===== src/rtl/serial_add_unit_if.sv =====
// Operand/result handshake bundle for serial_add_unit.
// Master drives operands and result-ready; slave is the adder.
interface serial_add_unit_if #(
   parameter int WIDTH = 8
);
   logic             in_valid;
   logic             in_ready;
   logic [WIDTH-1:0] a;
   logic [WIDTH-1:0] b;
   logic             cin;
   logic             sub;
   logic             out_valid;
   logic             out_ready;
   logic [WIDTH-1:0] sum;
   logic             cout;
   logic             ovf;

   modport master (
      output in_valid, a, b, cin, sub, out_ready,
      input  in_ready, out_valid, sum, cout, ovf
   );

   modport slave (
      input  in_valid, a, b, cin, sub, out_ready,
      output in_ready, out_valid, sum, cout, ovf
   );
endinterface


===== src/rtl/serial_add_unit.sv =====
// Digit-serial adder/subtractor: DIGIT bits per clock,
// WIDTH/DIGIT cycles per operation, valid/ready on both sides.
module serial_add_unit #(
   parameter int WIDTH = 8,
   parameter int DIGIT = 1
) (
   input  logic clk,
   input  logic rst_n,
   serial_add_unit_if.slave bus
);
   localparam int N  = WIDTH / DIGIT;
   localparam int CW = (N > 1) ? $clog2(N) : 1;
   localparam logic [CW-1:0] LAST = CW'(N - 1);

   localparam logic [1:0] S_IDLE = 2'd0;
   localparam logic [1:0] S_RUN  = 2'd1;
   localparam logic [1:0] S_DONE = 2'd2;

   logic [1:0]       state_q, state_d;
   logic [CW-1:0]    cnt_q, cnt_d;
   logic             carry_q, carry_d;
   logic [WIDTH-1:0] a_q, a_d;
   logic [WIDTH-1:0] b_q, b_d;
   logic [WIDTH-1:0] acc_q, acc_d;
   logic [WIDTH-1:0] sum_q, sum_d;
   logic             cout_q, cout_d;
   logic             ovf_q, ovf_d;

   logic [DIGIT-1:0]       da, db;
   logic [DIGIT:0]         dfull;
   logic                   c_msb;
   logic [WIDTH+DIGIT-1:0] shifted;

   // One digit of the full-adder slice; carry into the digit MSB
   // is recovered bit-exactly for the overflow flag.
   always_comb begin
      da      = a_q[DIGIT-1:0];
      db      = b_q[DIGIT-1:0];
      dfull   = {1'b0, da} + {1'b0, db} + {{DIGIT{1'b0}}, carry_q};
      c_msb   = dfull[DIGIT-1] ^ da[DIGIT-1] ^ db[DIGIT-1];
      shifted = {dfull[DIGIT-1:0], acc_q};
   end

   // Control FSM and next-state of all datapath registers.
   always_comb begin
      state_d = state_q;
      cnt_d   = cnt_q;
      carry_d = carry_q;
      a_d     = a_q;
      b_d     = b_q;
      acc_d   = acc_q;
      sum_d   = sum_q;
      cout_d  = cout_q;
      ovf_d   = ovf_q;
      unique case (state_q)
         S_IDLE: begin
            if (bus.in_valid) begin
               a_d     = bus.a;
               b_d     = bus.b ^ {WIDTH{bus.sub}};
               carry_d = bus.cin ^ bus.sub;
               cnt_d   = '0;
               acc_d   = '0;
               state_d = S_RUN;
            end
         end
         S_RUN: begin
            a_d     = a_q >> DIGIT;
            b_d     = b_q >> DIGIT;
            carry_d = dfull[DIGIT];
            acc_d   = shifted[WIDTH+DIGIT-1:DIGIT];
            cnt_d   = cnt_q + 1'b1;
            if (cnt_q == LAST) begin
               sum_d   = shifted[WIDTH+DIGIT-1:DIGIT];
               cout_d  = dfull[DIGIT];
               ovf_d   = c_msb ^ dfull[DIGIT];
               cnt_d   = '0;
               state_d = S_DONE;
            end
         end
         S_DONE: begin
            if (bus.out_ready) state_d = S_IDLE;
         end
         default: state_d = S_IDLE;
      endcase
   end

   // State and datapath registers; reset discards any operation.
   always_ff @(posedge clk or negedge rst_n) begin
      if (!rst_n) begin
         state_q <= S_IDLE;
         cnt_q   <= '0;
         carry_q <= 1'b0;
         a_q     <= '0;
         b_q     <= '0;
         acc_q   <= '0;
         sum_q   <= '0;
         cout_q  <= 1'b0;
         ovf_q   <= 1'b0;
      end else begin
         state_q <= state_d;
         cnt_q   <= cnt_d;
         carry_q <= carry_d;
         a_q     <= a_d;
         b_q     <= b_d;
         acc_q   <= acc_d;
         sum_q   <= sum_d;
         cout_q  <= cout_d;
         ovf_q   <= ovf_d;
      end
   end

   assign bus.in_ready  = (state_q == S_IDLE);
   assign bus.out_valid = (state_q == S_DONE);
   assign bus.sum       = sum_q;
   assign bus.cout      = cout_q;
   assign bus.ovf       = ovf_q;
endmodule


===== src/flat_wrapper.sv =====
// flat-port wrapper written by rule: the top's interface ports become plain ports
module serial_add_unit_flat 
#(
   parameter int WIDTH = 8,
   parameter int DIGIT = 1
)
  (clk, rst_n, bus_in_valid, bus_a, bus_b, bus_cin, bus_sub, bus_out_ready, bus_in_ready, bus_out_valid, bus_sum, bus_cout, bus_ovf);
  serial_add_unit_if #(.WIDTH(WIDTH)) bus_i ();
  input  logic clk;
  input  logic rst_n;
  input wire logic [$bits(bus_i.in_valid)-1:0] bus_in_valid;
  input wire logic [$bits(bus_i.a)-1:0] bus_a;
  input wire logic [$bits(bus_i.b)-1:0] bus_b;
  input wire logic [$bits(bus_i.cin)-1:0] bus_cin;
  input wire logic [$bits(bus_i.sub)-1:0] bus_sub;
  input wire logic [$bits(bus_i.out_ready)-1:0] bus_out_ready;
  output wire logic [$bits(bus_i.in_ready)-1:0] bus_in_ready;
  output wire logic [$bits(bus_i.out_valid)-1:0] bus_out_valid;
  output wire logic [$bits(bus_i.sum)-1:0] bus_sum;
  output wire logic [$bits(bus_i.cout)-1:0] bus_cout;
  output wire logic [$bits(bus_i.ovf)-1:0] bus_ovf;
  assign bus_i.in_valid = bus_in_valid;
  assign bus_i.a = bus_a;
  assign bus_i.b = bus_b;
  assign bus_i.cin = bus_cin;
  assign bus_i.sub = bus_sub;
  assign bus_i.out_ready = bus_out_ready;
  assign bus_in_ready = bus_i.in_ready;
  assign bus_out_valid = bus_i.out_valid;
  assign bus_sum = bus_i.sum;
  assign bus_cout = bus_i.cout;
  assign bus_ovf = bus_i.ovf;
  serial_add_unit #(.WIDTH(WIDTH), .DIGIT(DIGIT)) u_core (.clk(clk), .rst_n(rst_n), .bus(bus_i));
endmodule

===== config.mk =====
export PLATFORM = sky130hd
export DESIGN_NAME = serial_add_unit_flat
export DESIGN_NICKNAME = d
export VERILOG_FILES = /design/src/rtl/serial_add_unit_if.sv /design/src/rtl/serial_add_unit.sv /design/src/flat_wrapper.sv
export SDC_FILE = /design/constraint.sdc
export NUM_CORES = 1
export LEC_CHECK = 0
export CORE_MARGIN = 2
export CORE_UTILIZATION = 46
export CTS_CLUSTER_DIAMETER = 50
export DETAILED_ROUTE_END_ITERATION = 16
export PLACE_DENSITY = 0.75
export SETUP_SLACK_MARGIN = 0.2
export SYNTH_ARGS = -nofsm -noshare
export SYNTH_HDL_FRONTEND = slang
export SYNTH_SLANG_ARGS = --single-unit

===== constraint.sdc =====
create_clock -name clk -period 1.5 [get_ports clk]
set_clock_uncertainty 0.15 [all_clocks]
set_input_delay 0.15 -clock clk [delete_from_list [all_inputs] [get_ports clk]]
set_output_delay 0.15 -clock clk [all_outputs]
set_load 0.02 [all_outputs]

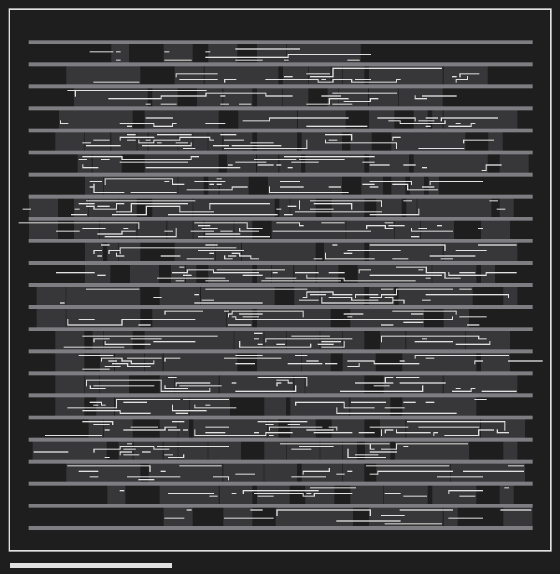
Figure 1: met1 routing.
The bar under the picture is 20 microns long. Supply wires on this layer in grey.
The longest straight run is 26.7 microns. The layer holds 39% of the routed length. The wires run mostly horizontal. The layer carries 1790 microns of wire. 207 nets have wire on it.

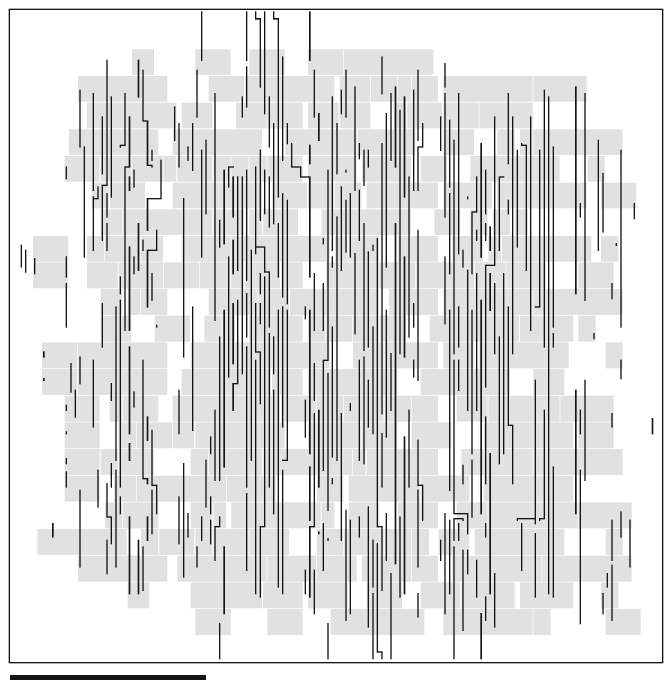
Figure 2: M2 wires.
The bar under the picture is 20 microns long.
The layer carries 2500 microns of wire. The longest straight run is 50.7 microns.

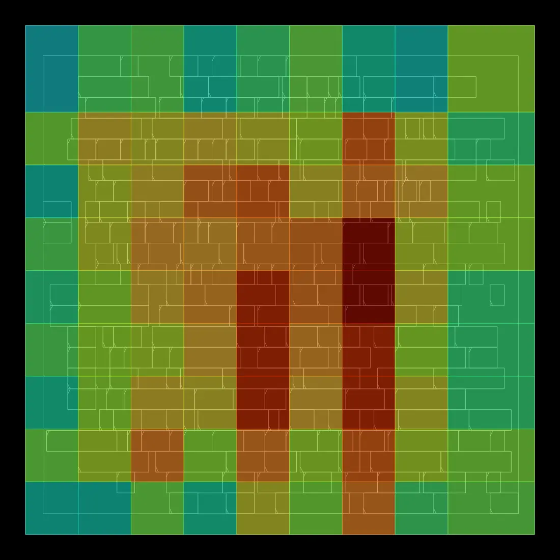
Figure 3: congestion heat map.
Wirelength per Cell: 17.37 microns
GR Util All Layers: 0.2104

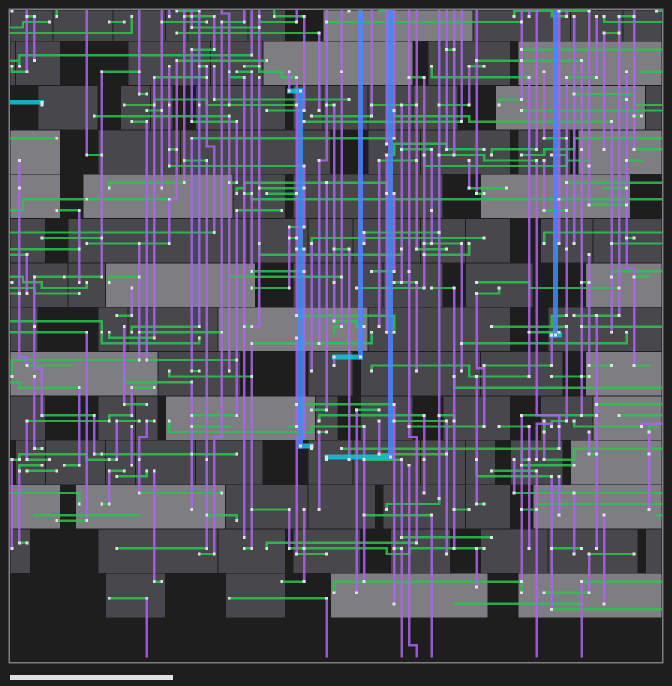
Figure 4: close-up of the layout.
The bar under the picture is 10 microns long. Window x 13 to 53, y 0 to 40 microns. Cells in grey, sequential cells in the stronger grey; small squares are vias.
Key: metal 1 = green; metal 2 = purple; metal 4 = blue; metal 3 = cyan
Netlist names of flops here include u_core.acc_q (6), u_core.a_q (3), u_core.bus.sum (3). 99 logic cells have their middle in the window. Most frequent: dfrtp_1 (17), buf_4 (10), buf_6 (8). Sequential cells in the window: 18.

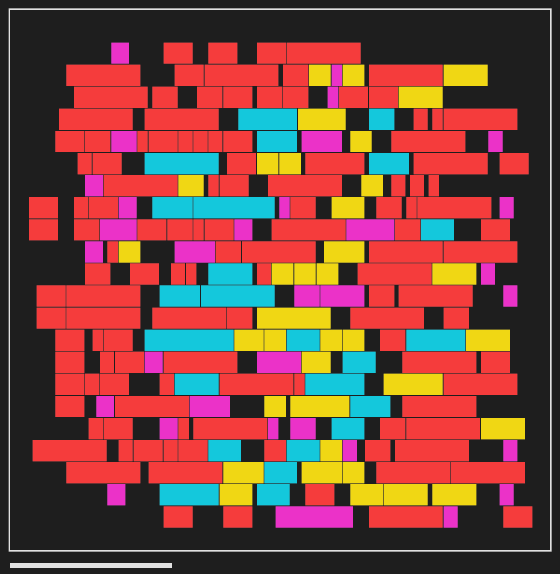
Figure 5: cell sizes after repair.
The bar under the picture is 20 microns long.
Key: _2 cells = magenta [cells 32, share 15%]; _6 and larger = cyan [cells 24, share 11%]; _3 and _4 cells = yellow [cells 36, share 17%]; _0 and _1 cells = red [cells 124, share 57%]
setup ws final: -0.1078 ns
Final Cell Area: 0.002766 sq mm
P&R area growth vs syn: 53.86%
Buffers excl. clock: 65

==> results.yml <==
# implementation run metrics
run_status:
  status: "finished with violations"
  violations: "negative setup slack"
die:
  chipArea_sq_mm: 0.004425
  fp-utilization: 0.4838
  die_y_microns: 66.52
  core_sq_mm: 0.003716
  taps: 48
final_layout:
  clock_buffers: 5
  clk_share: 0.04206
  n_fill_cell: 244
  seq_area_sq_um: 977.2
  comb_area_sq_um: 919.6
  layout-drive-gt1-share: 0.4259
  nNetsFinal: 240
  diodes: 0
  layout_top_cells: "38 x dfrtp_1, 20 x clkdlybuf4s50_1, 16 x o21ai_1, 16 x buf_4, 14 x mux2i_1"
  buf_share: 0.2451
  lay_top_count: "dfrtp_1"
  sh_seq_area: 0.3532
synthesis:
  simple_gate_share: 0.08003
  edf_count: 0
  ys_cells: 148
  logic_family: "multiplexers"
  ys_sh_aoi: 0.1079
  synthCells: 148
  synthTopCellsByCount: "39 x dfrtp_1, 18 x nand2_1, 18 x o21ai_1"
placement:
  post-place-ws_ns: -0.09884
  place_congestion: 0.6965
  placed_cell_area_sq_mm: 0.002258
power_and_ir_drop:
  power_mw: 5.579
  power_density_mw_per_mm2: 2017
  internal_power_mw: 3.534
  comb-power_mw: 2.85
  power_frac_clock: 0.165
  power_frac_comb: 0.511
  p_leak_nw: 1.329
setup_path:
  cp-start-kind: "flip-flop"
  reg2reg_from: "u_core.b_q[0]"
  path_max_fanout: 2
  worst-path-stages: 5
  critical_path.slowest_cell: "fa_1"
  r2r_setup_slack_ns: -0.11
  endpoint_kind: "flip-flop"
  rr_worst_depth: 5
  timing.rr.end: "u_core.bus.ovf"
global_routing:
  met1_usage: 0.2560
  met3_usage: 0.04561
  grt_pass1_wl_mm: 6.872
  grt_use_met2: 0.3675
  antenna_found_initial: 0
routing:
  wirelength_mm: 4.586
  drc_errors: 0
  met2_length_mm: 2.500
final_timing:
  setup_viol: 9
  finalClockPeriodUsage: 1.072
  min_period_ns: 1.608
  setup_ws_ns: -0.1078
  maxSlewHeadroom: 0.6899
  tightestPinTransition_ns: 0.4651
  timing.fmax_ghz: 0.6220
job:
  log.warning_count: 29
  drv_cap: 0
clocking:
  cts_tree: "done"
  cts_num_sinks: 39
  cts_resized: 59
  cts-root-buf: "clkbuf_8"
